[config.mk]
export PLATFORM = sky130hd
export DESIGN_NAME = tile_probe
export DESIGN_NICKNAME = d
export VERILOG_FILES = /design/src/rtl/map_pkg.sv /design/src/rtl/tile_index.sv /design/src/rtl/tile_probe.sv
export SDC_FILE = /design/constraint.sdc
export NUM_CORES = 1
export LEC_CHECK = 0
export CAP_MARGIN = 25
export CORE_AREA = 2 2 363 365
export CTS_CLUSTER_DIAMETER = 60
export CTS_CLUSTER_SIZE = 28
export DETAILED_ROUTE_END_ITERATION = 8
export DIE_AREA = 0 0 365 367
export HOLD_SLACK_MARGIN = 0.06
export SLEW_MARGIN = 20
export SYNTH_ARGS = -nofsm -noshare
export SYNTH_HDL_FRONTEND = slang
export SYNTH_SLANG_ARGS = --single-unit
[constraint.sdc]
create_clock -name clk_i -period 6.6 [get_ports clk_i]
set_input_delay 1.32 -clock clk_i [delete_from_list [all_inputs] [get_ports clk_i]]
set_output_delay 1.32 -clock clk_i [all_outputs]
set_load 0.01 [all_outputs]
[src/rtl/map_pkg.sv]
// Shared tile-map definitions: tile codes, map geometry and the probe FSM states.
package map_pkg;

    typedef enum logic [2:0] {
        EMPTY  = 3'd0,
        WALL   = 3'd1,
        BRICK  = 3'd2,
        BASE_A = 3'd3,
        BASE_B = 3'd4
    } tile_t;

    localparam int MAP_COLS   = 20;
    localparam int MAP_ROWS   = 15;
    localparam int TILE_SHIFT = 5;
    localparam int MAP_CELLS  = 300;
    localparam logic [8:0] OFFSCREEN_IDX = 9'd511;

    // Last on-screen pixel coordinates (640x480 playfield).
    localparam logic [10:0] SCREEN_X_MAX = 11'd639;
    localparam logic [10:0] SCREEN_Y_MAX = 11'd479;

    typedef enum logic [1:0] {
        S_IDLE  = 2'd0,
        S_PROBE = 2'd1,
        S_DONE  = 2'd2
    } probe_state_t;

endpackage

[src/rtl/tile_index.sv]
// Pixel coordinate to tile-map index; flags coordinates outside the playfield.
module tile_index
    import map_pkg::*;
(
    input  logic [10:0] px_i,
    input  logic [10:0] py_i,
    output logic [8:0]  idx_o,
    output logic        offscreen_o
);

    logic [8:0] col;
    logic [8:0] row;

    assign col         = 9'(px_i >> TILE_SHIFT);
    assign row         = 9'(py_i >> TILE_SHIFT);
    assign offscreen_o = (px_i > SCREEN_X_MAX) || (py_i > SCREEN_Y_MAX);

    // In range, row <= 14 and col <= 19, so the product fits in 9 bits.
    always_comb begin
        idx_o = row * 9'(MAP_COLS) + col;
        if (offscreen_o) idx_o = OFFSCREEN_IDX;
    end

endmodule

[src/rtl/tile_probe.sv]
// Four-corner sprite collision probe against the tile map, one corner per cycle.
module tile_probe
    import map_pkg::*;
#(
    parameter int SPRITE_W = 28
) (
    input  logic                   clk_i,
    input  logic                   rst_i,
    input  tile_t [MAP_CELLS-1:0]  map_i,
    input  logic                   req_i,
    input  logic [9:0]             pos_x_i,
    input  logic [9:0]             pos_y_i,
    output logic                   busy_o,
    output logic                   done_o,
    output logic                   blocked_o,
    output logic [8:0]             hit_index_o,
    output tile_t                  hit_tile_o
);

    localparam logic [10:0] EXT = 11'(SPRITE_W - 1);

    probe_state_t state_q;
    logic [1:0]   cnt_q;
    logic [9:0]   pos_x_q, pos_y_q;
    logic         found_q, found_d;
    logic [8:0]   acc_idx_q, acc_idx_d;
    tile_t        acc_tile_q, acc_tile_d;
    logic         busy_q, done_q, blocked_q;
    logic [8:0]   hit_idx_q;
    tile_t        hit_tile_q;

    logic [10:0]  corner_x, corner_y;
    logic [8:0]   corner_idx, safe_idx;
    logic         corner_off, corner_blk;
    tile_t        corner_tile;

    // cnt_q bit 0 selects the right edge, bit 1 the bottom edge: TL, TR, BL, BR.
    assign corner_x = {1'b0, pos_x_q} + (cnt_q[0] ? EXT : 11'd0);
    assign corner_y = {1'b0, pos_y_q} + (cnt_q[1] ? EXT : 11'd0);

    tile_index u_index (
        .px_i        (corner_x),
        .py_i        (corner_y),
        .idx_o       (corner_idx),
        .offscreen_o (corner_off)
    );

    always_comb begin
        safe_idx    = corner_off ? 9'd0 : corner_idx;
        corner_tile = corner_off ? WALL : map_i[safe_idx];
        corner_blk  = (corner_tile != EMPTY);

        found_d    = found_q | corner_blk;
        acc_idx_d  = acc_idx_q;
        acc_tile_d = acc_tile_q;
        if (!found_q && corner_blk) begin
            acc_idx_d  = corner_idx;
            acc_tile_d = corner_tile;
        end
    end

    always_ff @(posedge clk_i) begin
        if (rst_i) begin
            state_q    <= S_IDLE;
            cnt_q      <= 2'd0;
            pos_x_q    <= 10'd0;
            pos_y_q    <= 10'd0;
            found_q    <= 1'b0;
            acc_idx_q  <= 9'd0;
            acc_tile_q <= EMPTY;
            busy_q     <= 1'b0;
            done_q     <= 1'b0;
            blocked_q  <= 1'b0;
            hit_idx_q  <= 9'd0;
            hit_tile_q <= EMPTY;
        end else begin
            done_q <= 1'b0;
            case (state_q)
                S_IDLE, S_DONE: begin
                    if (req_i) begin
                        state_q    <= S_PROBE;
                        busy_q     <= 1'b1;
                        cnt_q      <= 2'd0;
                        pos_x_q    <= pos_x_i;
                        pos_y_q    <= pos_y_i;
                        found_q    <= 1'b0;
                        acc_idx_q  <= 9'd0;
                        acc_tile_q <= EMPTY;
                    end else begin
                        state_q <= S_IDLE;
                        busy_q  <= 1'b0;
                    end
                end
                S_PROBE: begin
                    found_q    <= found_d;
                    acc_idx_q  <= acc_idx_d;
                    acc_tile_q <= acc_tile_d;
                    cnt_q      <= cnt_q + 2'd1;
                    // Results publish only on the final corner so outputs hold across a probe.
                    if (cnt_q == 2'd3) begin
                        state_q    <= S_DONE;
                        busy_q     <= 1'b0;
                        done_q     <= 1'b1;
                        blocked_q  <= found_d;
                        hit_idx_q  <= acc_idx_d;
                        hit_tile_q <= acc_tile_d;
                    end
                end
                default: begin
                    state_q <= S_IDLE;
                    busy_q  <= 1'b0;
                end
            endcase
        end
    end

    assign busy_o      = busy_q;
    assign done_o      = done_q;
    assign blocked_o   = blocked_q;
    assign hit_index_o = hit_idx_q;
    assign hit_tile_o  = hit_tile_q;

endmodule
run_1/placement_by_type.png
The bar under the picture is 100 um long. Fill, decap, tap and diode cells in gray.
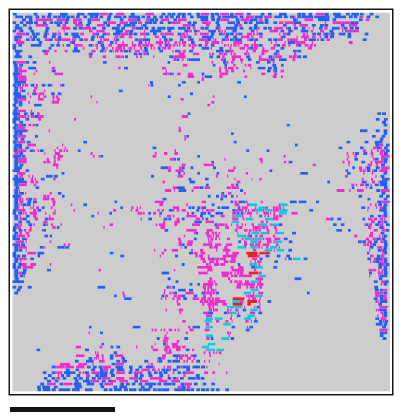
Key: red = clock drivers and dummy loads [cells 8, share of their area 0.85%]; magenta = combinational and other logic [cells 1413, share of their area 47%]; blue = remaining buffers and delay cells [cells 1110, share of their area 48%]; cyan = sequential cells [cells 52, share of their area 4.6%]
final instance area: 25000 um2
row count: 133
Seq/total area: 4.17%
final core occ: 19.1%
core footprint: 130000 um2

run_1/layer_met2.png
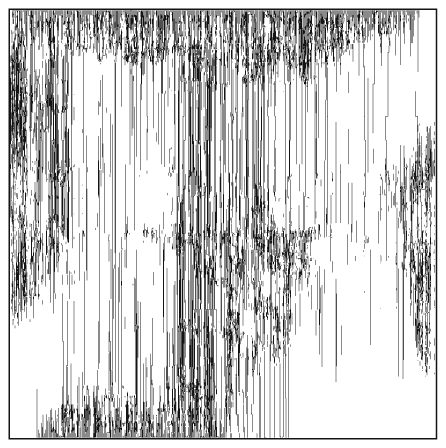
The layer carries 64.4 mm of wire. The wires run mostly vertical. The longest straight run is 274 um.
Routed Wire Length: 137000 um
routed vias: 18800
M2 GR Usage: 32.5%

==> results.cfg, run 1 <==
; generated from flow reports
[finish]
antenna_cells = 14
buffer_area_share_pct = 43.6
combGateArea_um2 = 10500
num-fill-cells = 14700
final_common_cell = clkdlybuf4s50_1
final_cells = 4352
clock_buffer_count = 5
drive_gt1_share_pct = 14.0
fin_nets = 3528

[synthesis]
ys_area_um2 = 12300
ys.flops = 52
most_common_cell = nand2_1
yosysSeqAreaShare_pct = 8.45
syn-num-nets = 2578
synth_simple_gate_area_share_pct = 23.5
yosysUniqueCellTypes = 96
synthFlopType = dfxtp_1
synth_cells = 1632
synthXorXnorAreaFrac_pct = 0.925

[worst_hold_path]
holdPathEnd = pos_y_q[0]
hold_path_class = reg -> reg

[floorplanning]
chip_area_um2 = 134000
fp.dieH_um = 367
io_pins = 938

[place]
place_hpwl_um = 120000
gp_congestion = 0.944

[clock_network]
cts.sinks = 52
cts_tree = yes
cts_setup_buffers = 0
clk_pin_slew_worst_paths_ns = 0.07

[setup_path]
cp_num_buf_inv = 4
worstPathCellList = ha_1 -> inv_1 -> fa_1 -> nand3b_1 -> a311o_1 -> or2_1 -> ha_1 -> ha_1 -> inv_1 -> fa_1 -> nor2b_1 -> nor3b_2 -> a221o_1 -> buf_4 -> nand3_1 -> a2111oi_4 -> a211oi_2 -> o221ai_2 -> a41oi_2 -> o41ai_2 -> buf_4 -> mux2_2 -> nor2_1
path_depth = 23
cp_top_family = AND-OR/OR-AND gates

[drt]
met1_length_um = 58000
antenna_left = 0
drcViolationCount = 0
wire_per_inst_um = 31.6

[flow_run]
maxCapViolations = 0

[run_status]
status = complete, no violations

[global_routing]
use_met1_pct = 25.4
grt_util_met3_pct = 5.03
grt_pass1_wl_um = 174000
antenna_found_initial = 56
grt_use_total_pct = 19.4

[timing]
hold_viol = 0
slew_headroom_pct = 33.9
run_1/sizes.png
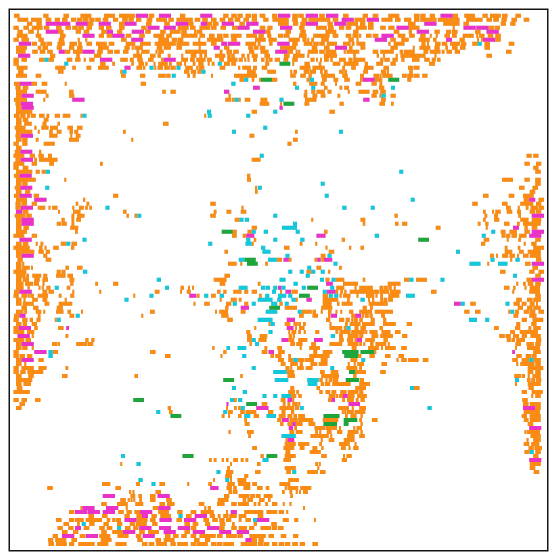
Key: orange = _0 and _1 cells [cells 2222, share 86%]; green = _6 and larger [cells 26, share 1.0%]; cyan = _3 and _4 cells [cells 177, share 6.9%]; magenta = _2 cells [cells 158, share 6.1%]
Area Overhead vs Synth: 103%
Final WS setup: 0.343 ns
nonclk buf count: 1110

==> run 1: metrics by stage <==
stage                     worst slack [ns]  total power [mW]  instance area, um2  TNS, ns
after floorplan                      0.941              1.44               12300        0
after global placement              -0.305              3.18               24600    -5.01
after detailed placement            -0.239              3.17               24600    -3.95
after CTS                          0.00753              3.53               24900        0
after global routing                0.0782              3.68               24900        0
final                                0.343              3.52               25000        0
==> run 1: power breakdown <==
| group | switching (mW) | leakage (nW) | internal [mW] |
|---|---|---|---|
| Clock | 0.125 | 0.0945 | 0.219 |
| Sequential | 0.0210 | 0.424 | 0.330 |
| Combinational | 1.59 | 8.14 | 1.24 |
| Total | 1.73 | 8.65 | 1.79 |
==> run 2: changes to the inputs <==
--- a/config.mk
+++ b/config.mk
@@ -5,7 +5,6 @@
 export SDC_FILE = /design/constraint.sdc
 export NUM_CORES = 1
 export LEC_CHECK = 0
-export CAP_MARGIN = 25
 export CORE_AREA = 2 2 363 365
 export CTS_CLUSTER_DIAMETER = 60
 export CTS_CLUSTER_SIZE = 28
run_2/layer_met2.png
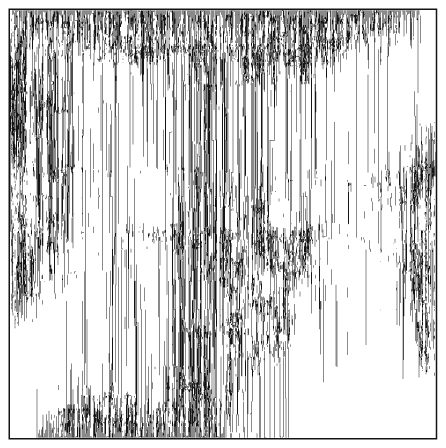
The longest straight run is 178 um. 3096 nets have wire on it. The wires run mostly vertical.
Routed Wire Length: 138000 um
M2 GR Usage: 32.6%
routed vias: 19000

run_2/sizes.png
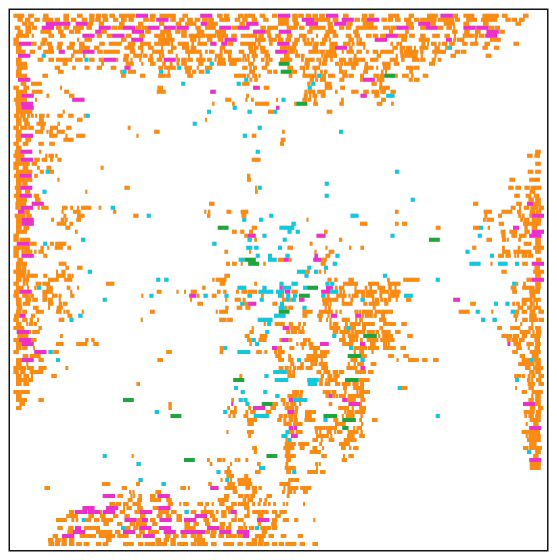
Key: green = _6 and larger [cells 23, share 0.89%]; magenta = _2 cells [cells 157, share 6.1%]; orange = _0 and _1 cells [cells 2222, share 86%]; cyan = _3 and _4 cells [cells 177, share 6.9%]
final instance area: 24900 um2
nonclk buf count: 1106
Area Overhead vs Synth: 102%

==> run 2 against run 1 <==
  * Register-to-register slack lost 0.05 ns
  * Synthesized area is the same
  * First-iteration DRC count grew 3.0%
  * Flip-flop count is the same
  * Sequential power is essentially flat
  * Worst setup slack lost 0.054 ns
  * Non-clock buffer count shrank 4
  * Clock power shrank 21%
  * Sequential share of layout area is essentially flat
  * Count of clock-buffer cells in the layout is the same
  * Largest cell class unchanged
  * Highest routed layer unchanged
==> results.cfg, run 2 <==
; generated from flow reports
[finish]
fin_nets = 3524
final_common_cell = clkdlybuf4s50_1
drive_gt1_share_pct = 13.8
buffer_area_share_pct = 43.6
num-fill-cells = 14600
post-route-util_pct = 19.1
antenna_cells = 10
seq_share_pct = 4.19
clock_buffer_count = 5
combGateArea_um2 = 10500

[synthesis]
ys.flops = 52
yosysUniqueCellTypes = 96
syn-num-nets = 2578
synthFlopType = dfxtp_1
yosysSeqAreaShare_pct = 8.45
synth_cells = 1632
ys_area_um2 = 12300

[power_and_ir_drop]
clock_power_mw = 0.272
clkPwrFrac_pct = 7.9
p_sw_share_pct = 50.6
switchingPower_mw = 1.75
internal-power_mw = 1.71
p_seq_share_pct = 10.2
power_mw = 3.45
power_leader = combinational cells

[setup_path]
worstPathCellList = ha_1 -> inv_1 -> fa_1 -> nand3b_1 -> a311o_1 -> or2_1 -> ha_1 -> ha_1 -> inv_1 -> fa_1 -> nor2b_1 -> nor3b_2 -> a221oi_1 -> buf_4 -> nor3_1 -> o221a_1 -> a211oi_2 -> o221ai_2 -> a41oi_2 -> nor4_2 -> buf_4 -> or4_1 -> a31oi_1
path_depth = 23
cp_top_family = AND-OR/OR-AND gates
cp_num_buf_inv = 4

[place]
placedInstanceArea_um2 = 24600
gp_congestion = 0.944

[drt]
met1_length_um = 59400
antenna_left = 0
wire_per_inst_um = 31.7

[flow_run]
maxCapViolations = 0

[global_routing]
grt_util_met3_pct = 4.53
antenna_found_initial = 56
grt_pass1_wl_um = 175000

[worst_hold_path]
hold_path_class = reg -> reg
holdPathEnd = acc_idx_q[3]

[clock_network]
cts_tree = yes
clk_pin_slew_worst_paths_ns = 0.08
cts.sinks = 52

[timing]
fin_tns_setup_ns = 0
finalWorstSetupSlack_ns = 0.289
slew_headroom_pct = 31.7

[floorplanning]
coreArea_um2 = 130000
rows = 133
fp.dieH_um = 367

[run_status]
status = complete, no violations
-- run 2: metrics by stage --
| step | hold WS, ns | cells |
|---|---|---|
| floorplan | 0.437 | 1632 |
| global placement | 0.458 | 4324 |
| detailed placement | 0.459 | 4325 |
| CTS | 0.470 | 4333 |
| global route | 0.496 | 4338 |
| finish | 0.471 | 4344 |
-- run 2: timing repair --
| item | 4_1_cts | 5_1_grt |
|---|---|---|
| endpoints found under the setup margin | 25 | 25 |
| resized | 3 | 7 |
| buffers inserted | 0 | 1 |
| hold buffers | 0 | 0 |
| pin swaps | 0 | 3 |
-- run 2: logic make-up after synthesis --
group,Yosys count,share of synthesized area (%)
mux,187,26.2
compound gates,542,31.0
fa+ha+maj,23,2.52
xor+xnor,13,0.925
flops,52,8.45
simple gates,630,23.5
buf+inv,185,7.47
==> run 3: changes to the inputs <==
--- a/config.mk
+++ b/config.mk
@@ -5,12 +5,13 @@
 export SDC_FILE = /design/constraint.sdc
 export NUM_CORES = 1
 export LEC_CHECK = 0
-export CORE_AREA = 2 2 363 365
+export CORE_AREA = 2 2 369 371
 export CTS_CLUSTER_DIAMETER = 60
 export CTS_CLUSTER_SIZE = 28
 export DETAILED_ROUTE_END_ITERATION = 8
-export DIE_AREA = 0 0 365 367
+export DIE_AREA = 0 0 371 373
 export HOLD_SLACK_MARGIN = 0.06
+export RECOVER_POWER = 25
 export SLEW_MARGIN = 20
 export SYNTH_ARGS = -nofsm -noshare
 export SYNTH_HDL_FRONTEND = slang
run_3/sizes.png
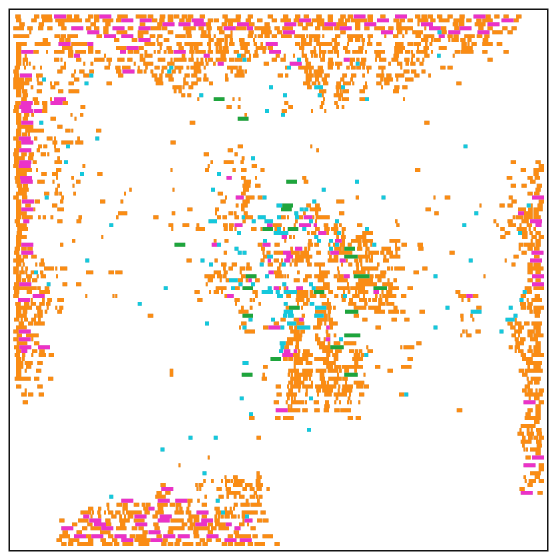
Key: cyan = _3 and _4 cells [cells 140, share 5.5%]; magenta = _2 cells [cells 160, share 6.3%]; orange = _0 and _1 cells [cells 2220, share 87%]; green = _6 and larger [cells 23, share 0.90%]
nonclk buf count: 1071
Final WS setup: 0.334 ns
Area Overhead vs Synth: 100%
final instance area: 24700 um2

run_3/placement_by_type.png
The bar under the picture is 100 um long. Fill, decap, tap and diode cells in gray.
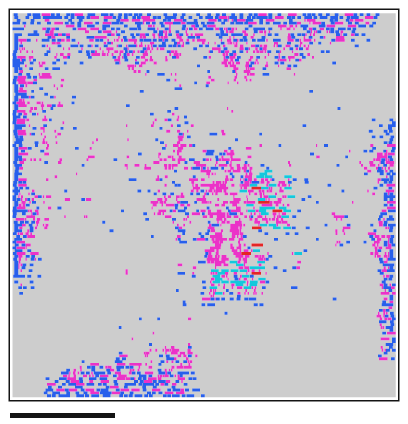
Key: cyan = sequential cells [cells 52, share of their area 4.6%]; red = clock drivers and dummy loads [cells 7, share of their area 0.83%]; blue = remaining buffers and delay cells [cells 1071, share of their area 47%]; magenta = combinational and other logic [cells 1413, share of their area 47%]

==> run 3 against run 2 <==
  * Non-clock buffer count decreased by 35
  * Via count increased by 0.29%
  * Hold slack got worse by 0.0018 ns
  * Worst setup slack improved by 0.045 ns
  * Critical path depth decreased by 4
  * Count of clock-buffer cells in the layout unchanged
  * Sequential share of layout area about the same
  * Die area increased by 3.3%
  * Cell count about the same
  * Sequential power about the same
==> results.cfg, run 3 <==
; generated from flow reports
[timing]
slew_headroom_pct = 24.9
hold_viol = 0
whs_ns = 0.469
fin_tns_setup_ns = 0

[synthesis]
synth_cells = 1632
synthFlopType = dfxtp_1
synthArstFlopShare_pct = 0
yosysSeqAreaShare_pct = 8.45
most_common_cell = nand2_1
ys_area_um2 = 12300
yosysUniqueCellTypes = 96
synth_top_area_share_pct = 19.4
synthTopCellsByCount = nand2_1 (313), a21oi_1 (116), mux4_2 (106)
ys.flops = 52
syn-num-nets = 2578
syn_area_per_cell_um2 = 7.55

[place]
gp_congestion = 0.976

[drt]
viasPerCell = 4.38
wl_um = 141000
antenna_left = 0
met1_length_um = 60100
wire_per_inst_um = 32.6
vias = 19000

[setup_path]
reg2reg_to = hit_index_o[4]
r2r-start = cnt_q[1]
worstPathCellList = ha_1 -> inv_1 -> fa_1 -> nand4b_1 -> a311o_1 -> o211a_4 -> nand2_4 -> buf_4 -> nor3_1 -> o2bb2a_1 -> a221oi_1 -> buf_4 -> a211oi_1 -> o41ai_2 -> buf_4 -> nor4_2 -> buf_12 -> or4_1 -> a31oi_1
path_depth = 19
cp_num_buf_inv = 5
path_class = reg -> reg
cp_top_family = AND-OR/OR-AND gates

[floorplanning]
fp.dieH_um = 373
rows = 135
coreArea_um2 = 135000

[finish]
seq_share_pct = 4.22
clock_buffer_count = 5
final_common_cell = clkdlybuf4s50_1
combGateArea_um2 = 10500
antenna_cells = 18
num-fill-cells = 15100
fin_nets = 3489
post-route-util_pct = 18.3
drive_gt1_share_pct = 12.7
buffer_area_share_pct = 42.9

[worst_hold_path]
hold_path_class = reg -> reg
min_path_cells = 2
holdPathEnd = acc_idx_q[0]

[power_and_ir_drop]
p_sw_share_pct = 50.0
power_leader = combinational cells
clock_power_mw = 0.335
clkPwrFrac_pct = 9.6
p_seq_share_pct = 10.1
internal-power_mw = 1.75
switchingPower_mw = 1.75

[run_status]
status = complete, no violations

[clock_network]
cts_tree = yes
cts_setup_buffers = 0
cts_hold_buf = 0
ctsResizeCount = 0
clk_pin_slew_worst_paths_ns = 0.07
cts.sinks = 52

[global_routing]
grt_util_met3_pct = 4.57
grt_pass1_wl_um = 179000
antenna_found_initial = 58
grtUsageMet2_pct = 32.2

[flow_run]
maxCapViolations = 0
## run 3: stage by stage
step | cell area, um2 | setup slack (ns) | cells | total power, mW
6_report | 24700 | 0.334 | 4342 | 3.50
3_3_place_gp | 24400 | 0.194 | 4315 | 3.16
5_1_grt | 24700 | 0.0368 | 4333 | 3.63
3_5_place_dp | 24400 | 0.144 | 4315 | 3.16
2_1_floorplan | 12300 | 0.941 | 1632 | 1.44
4_1_cts | 24600 | 0.0941 | 4322 | 3.50
## run 3: logic make-up after synthesis
family	Yosys count	share of synthesized area [%]
AND/OR/NAND/NOR	630	23.5
buffers and inverters	185	7.47
XOR/XNOR	13	0.925
flip-flops	52	8.45
adder cells (fa/ha/maj)	23	2.52
multiplexers	187	26.2
AND-OR/OR-AND	542	31.0
No activity file was given, so power comes from the tool's default toggle rates.
